**Placement by cell class**

(3 px per um)
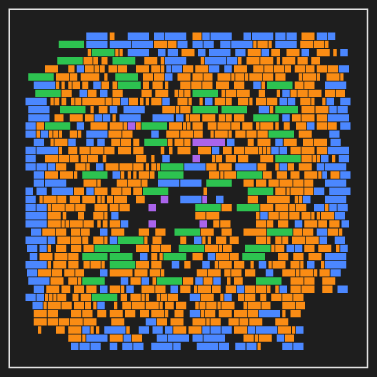
**I/O nets highlighted**

(2 px per um)
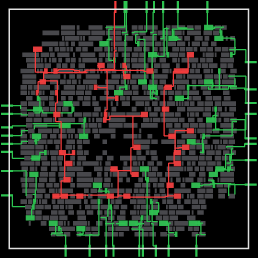
**Cell outlines without signal wires**

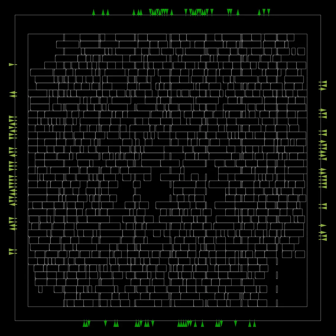
**The metal 1 layer**

(4 px per um) Supply wires on this layer in gray.
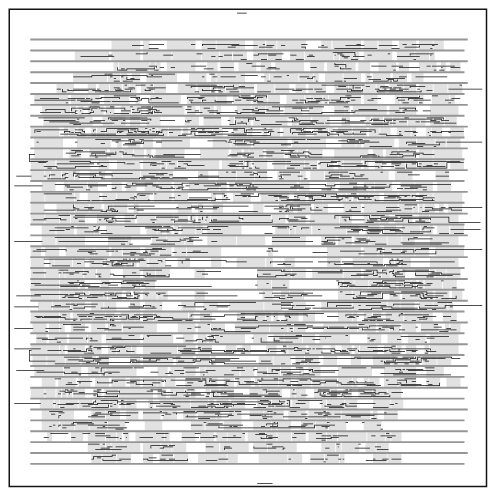
File: src/rtl/mcp_logic_unit.sv
// Multi-beat bitwise fold unit: folds a stream of operands with AND/OR/XOR/NOR
// and holds the registered result until the consumer takes it.
module mcp_logic_unit #(
    parameter int WIDTH = 32,
    parameter int CNT_W = 8
) (
    input  logic             clk,
    input  logic             reset,
    input  logic             in_valid,
    output logic             in_ready,
    input  logic [WIDTH-1:0] in_a,
    input  logic [WIDTH-1:0] in_b,
    input  logic [1:0]       in_op,
    input  logic             in_last,
    output logic             out_valid,
    input  logic             out_ready,
    output logic [WIDTH-1:0] out_data,
    output logic             out_zero,
    output logic [CNT_W-1:0] out_count
);

    localparam logic [1:0] IDLE  = 2'd0;
    localparam logic [1:0] ACCUM = 2'd1;
    localparam logic [1:0] HOLD  = 2'd2;

    localparam logic [1:0] OP_AND = 2'b00;
    localparam logic [1:0] OP_OR  = 2'b01;
    localparam logic [1:0] OP_XOR = 2'b10;

    logic [1:0]       state;
    logic [1:0]       op_r;
    logic [WIDTH-1:0] acc;
    logic [CNT_W-1:0] cnt;

    function automatic logic [WIDTH-1:0] fold(input logic [1:0] op,
                                              input logic [WIDTH-1:0] x,
                                              input logic [WIDTH-1:0] y);
        logic [WIDTH-1:0] r;
        case (op)
            OP_AND:  r = x & y;
            OP_OR:   r = x | y;
            OP_XOR:  r = x ^ y;
            default: r = ~(x | y);
        endcase
        return r;
    endfunction

    // Valid/ready: a beat transfers on a rising edge where valid and ready are
    // both high. in_ready depends on state only; out_* are held in HOLD until
    // out_ready, and the drain edge reopens the input one cycle later.
    assign in_ready  = (state != HOLD);
    assign out_valid = (state == HOLD);
    assign out_data  = acc;
    assign out_zero  = (acc == '0);
    assign out_count = cnt;

    always_ff @(posedge clk) begin
        if (reset) begin
            state <= IDLE;
            acc   <= '0;
            cnt   <= '0;
            op_r  <= '0;
        end else begin
            case (state)
                IDLE: begin
                    if (in_valid) begin
                        op_r  <= in_op;
                        acc   <= fold(in_op, in_a, in_b);
                        cnt   <= CNT_W'(1);
                        state <= in_last ? HOLD : ACCUM;
                    end
                end
                ACCUM: begin
                    if (in_valid) begin
                        acc <= fold(op_r, acc, in_b);
                        // Beat count saturates rather than wrapping.
                        if (cnt != '1) cnt <= cnt + CNT_W'(1);
                        state <= in_last ? HOLD : ACCUM;
                    end
                end
                HOLD: begin
                    if (out_ready) state <= IDLE;
                end
                default: state <= IDLE;
            endcase
        end
    end

endmodule

File: config.mk
export PLATFORM = sky130hd
export DESIGN_NAME = mcp_logic_unit
export DESIGN_NICKNAME = d
export VERILOG_FILES = /design/src/rtl/mcp_logic_unit.sv
export SDC_FILE = /design/constraint.sdc
export NUM_CORES = 1
export LEC_CHECK = 0
export ABC_CLOCK_PERIOD_IN_PS = 1800
export CORE_MARGIN = 5
export CORE_UTILIZATION = 50
export CTS_BUF_LIST = sky130_fd_sc_hd__clkbuf_4
export DETAILED_ROUTE_END_ITERATION = 16
export GPL_ROUTABILITY_DRIVEN = 0
export PLACE_DENSITY = 0.78
export SLEW_MARGIN = 10
export SYNTH_ARGS = -nofsm -noshare
export SYNTH_HDL_FRONTEND = slang
export SYNTH_SLANG_ARGS = --single-unit
File: constraint.sdc
create_clock -name clk -period 1.8 [get_ports clk]
set_clock_uncertainty 0.15 [all_clocks]
set_input_delay 0.36 -clock clk [delete_from_list [all_inputs] [get_ports clk]]
set_output_delay 0.36 -clock clk [all_outputs]
set_load 0.1 [all_outputs]
==> flow_summary.yaml <==
# physical design summary
outcome:
  violations: "setup timing"
  outcome: "finished, violations left"
place:
  dp_hpwl_um: 12230
  pre_cts_slack_ps: -262.6
  place_inst: 982
timing:
  worst_pin_slew_ps: 419.8
  setup_viol: 2
  rsz0062_at_grt: "yes"
  post-route-period-util_pct: 118.7
  period_minus_slack_ps: 2136
  maxSlewHeadroom_pct: 72.02
  finalMaxSlewViolations: 0
  hold_violations: 0
  whs_ps: 275.2
  finalWorstSetupSlack_ps: -336.2
  clock.fmax_ghz: 0.4681
grt:
  grt_max_degree: 38
  antenna_found_initial: 0
  grt_pass1_vias: 5642
  grt_overflow: 0
  grt_first_pass_wirelength_um: 26390
  grt_usage_pct: 22.02
critical_path:
  required_ps: 1290
  reg2reg_from: "out_count[0]"
  r2r-end: "out_count[7]"
  cp.arrival_ps: 1630
  worstSetupEndpoint: "out_zero"
  critPathMaxFanout: 2
  reg2reg_slack_ps: 110
  rr_worst_depth: 5
  crit_start: "out_data[19]"
  end_kind: "primary output"
  start_kind: "flop"
  path_class: "flop to primary output"
final_layout:
  nNetsFinal: 1047
  antenna_cells: 0
  syn_to_final_growth_pct: 46.08
  layout-drive-gt1-share_pct: 29.25
synth:
  fp_nets: 859
  ys_cells: 659
  synth-simple-area-share_pct: 11.20
  xor_share_pct: 9.747
  synth_seq_share_pct: 14.85
  mux_share_pct: 21.60
  yosys-stat-area_um2: 5931
  synth_flops: 44
  ys_top_logic_family: "adder cells"
  avgSynthCellArea_um2: 9.000
  synth-adder-area-share_pct: 27.22
  ys_warn_count: 0
  netlist_area_um2: 5931
  synthCells: 659
  ys_types: 38
  synthAoiAreaFrac_pct: 5.591
drt:
  drt_iter0_drc: 202
  dr.pass1.iters: 6
  routedWlPerCell_um: 15.91
  antenna_left: 0
  routed_via_density: 5.307
  dr_total_vias: 5259
  wirelength_um: 15760
  route.detailed.drc: 0
die:
  fp.dieH_um: 118.9
  die-area_um2: 14140
  fp-utilization_pct: 51.50
  die_w_um: 118.9
pwr:
  swShare_pct: 42.77
  total_leakage_power_uw: 0.004273
  powerDensity_nw_per_um2: 512.2
  p_int_uw: 2539
  clock_power_share_pct: 14.4
  seqPwrFrac_pct: 25.9
  switchingPower_uw: 1898
  vdd_ir_drop_max_uv: 270.3
  combPwrFrac_pct: 59.7
worst_hold_path:
  hold_class: "input port to flop"
flow_run:
  warning_count: 93
  drv_cap: 0
cts:
  cts_root_buf: "clkbuf_4"
  cts_buffer_depth: 2
  numClockSinks: 44
  insertion_delay_ps: 360
  cts_max_level: 2
  ctsHoldBuffers: 0
  cts_buffers: 5
  path_clk_slew_ps: 140
  tritoncts: "built"
Notes on 'placement by cell class' above:
flops -> green  # cells 44, share of their area 12%
other buffers and delay cells -> blue  # cells 218, share of their area 29%
clock drivers and dummy loads -> purple  # cells 8, share of their area 0.94%
combinational and other logic -> orange  # cells 578, share of their area 58%
Final Cell Area: 8663 um^2
Core Rows: 39
Seq area share: 11.73%
Final Core Density: 75.23%
Core Area: 11520 um^2

Notes on 'I/O nets highlighted' above:
in_a -> green  # bits 32, direction input, edge 9 bottom, 8 left, 8 right, 7 top, end cells 64, buffers 54, wire 1150 um
reset -> red  # bits 1, direction input, edge top, end cells 40, buffers 3, wire 507 um
I/O pins: 114
PortBufs: 113

Notes on 'cell outlines without signal wires' above:
FILL cells: 791
Finished Layout Cells: 991
Seq cells: 44
number of tapcells: 143

Notes on 'the metal 1 layer' above:
main direction = horizontal
longest straight run = 44.2 um

cell usage in the layout, fill, tap and decap left out, drive strengths merged, types with 32 or more instances in the layout:
master,synthesis,final
nor3,32,32
buf,27,151
mux2i,128,128
nor2,41,41
clkdlybuf4s50,0,67
dfxtp,44,44
o22ai,32,32
xor2,66,66
inv,99,98
ha,129,129
power by group through the flow:
stage / logic (uW) / clock network [uW] / registers, uW
after floorplan: 1000 / 0 / 1720
after global placement: 2500 / 0 / 1150
after detailed placement: 2630 / 0 / 1150
after CTS: 2660 / 661 / 1150
after global routing: 2830 / 711 / 1160
final: 2650 / 640 / 1150
worst min-delay path by stage:
stage                            start           end  slack, ps  depth (start not counted)
after floorplan                in_last      state[0]        320                          1
after global placement    out_count[0]  out_count[0]        320                          1
after detailed placement  out_count[0]  out_count[0]        330                          1
after CTS                        reset      state[1]        260                          3
after global routing             reset  out_count[0]        260                          3
final                            reset  out_count[0]        280                          3
critical path, stage by stage, from the launching register on:
cell and delay (ps):
dfxtp_2 350, nor4_2 250, buf_4 140, nand4_1 180, nor2_4 160, buf_12 180
stage by stage:
step                utilization, %  setup TNS [ps]  instance area, um^2  power [uW]
global route                 75.23          -556.6                 8663        4705
floorplan                        -          -270.8                 6073        2721
detailed placement           73.73           -7529                 8491        3782
finish                       75.23          -342.2                 8663        4437
CTS                          75.07          -394.2                 8645        4469
global placement             73.73           -5560                 8491        3652
synth_stat cells:
library cell  number  area [um^2]
dfxtp_1           44        880.8
or2_0              1        6.260
clkbuf_2           1        5.000
buf_1              3        11.26
nand3_1            3        15.01
nor3_1             4        20.02
or4_1              2        15.01
or3_1              2        12.51
o31ai_4            1        21.27
o21ai_4            1        16.27
clkbuf_1           9        33.78
buf_2             13        65.06
o211ai_1           1        7.510
nand2_1            8        30.03
buf_4              8        60.06
nor2_1            41        153.9
buf_6              3        33.78
inv_1             99        371.6
o21ai_0            2        10.01
nand3b_1           1        7.510
nand4b_1           1        8.760
mux2i_1          128         1281
a2111oi_0          1        8.760
and2b_2            2        17.52
o31ai_1            1        7.510
nor3_2            28        280.3
o31a_1             1        8.760
o22ai_1           32        200.2
a211oi_1           1        7.510
xor2_1            66        578.1
ha_1             129         1614
a21oi_1            7        35.03
nor3b_2            1        12.51
o311ai_1           1        8.760
nand3_2            1        10.01
nor4_1             8        50.05
nand4_1            2        12.51
and3_1             2        12.51
layout make-up:
type                            count  area (um^2)  share of cell area, %
Multi-Input combinational cell    479         4563                  52.67
Inverter                           99        375.4                  4.333
Tap cell                          143        178.9                  2.065
Clock inverter                      2        35.03                 0.4044
Clock buffer                        6        45.04                 0.5199
Timing Repair Buffer              218         2450                  28.28
Sequential cell                    44         1016                  11.73
per-layer routing:
metal	share of wire, %	global-route usage (%)	vias to the layer above
li1	-	-	2602
met1	41	25.34	2510
met2	53	41.10	118
met3	3.7	3.507	29
met4	2.2	7.676	0
met5	0	0	-
sequential cells by signal, indices dropped and copies added, names as in the netlist:
| register | cells |
|---|---|
| out_data | 32 |
| state | 2 |
| op_r | 2 |
| out_count | 8 |
timing repair:
action | in CTS | in global routing
pin swaps | 4 | 1
setup buffers | 2 | 0
setup endpoints to repair | 2 | 4
cloned | 0 | 0
gates resized | 10 | 4
Power and IR drop assume default switching activity.
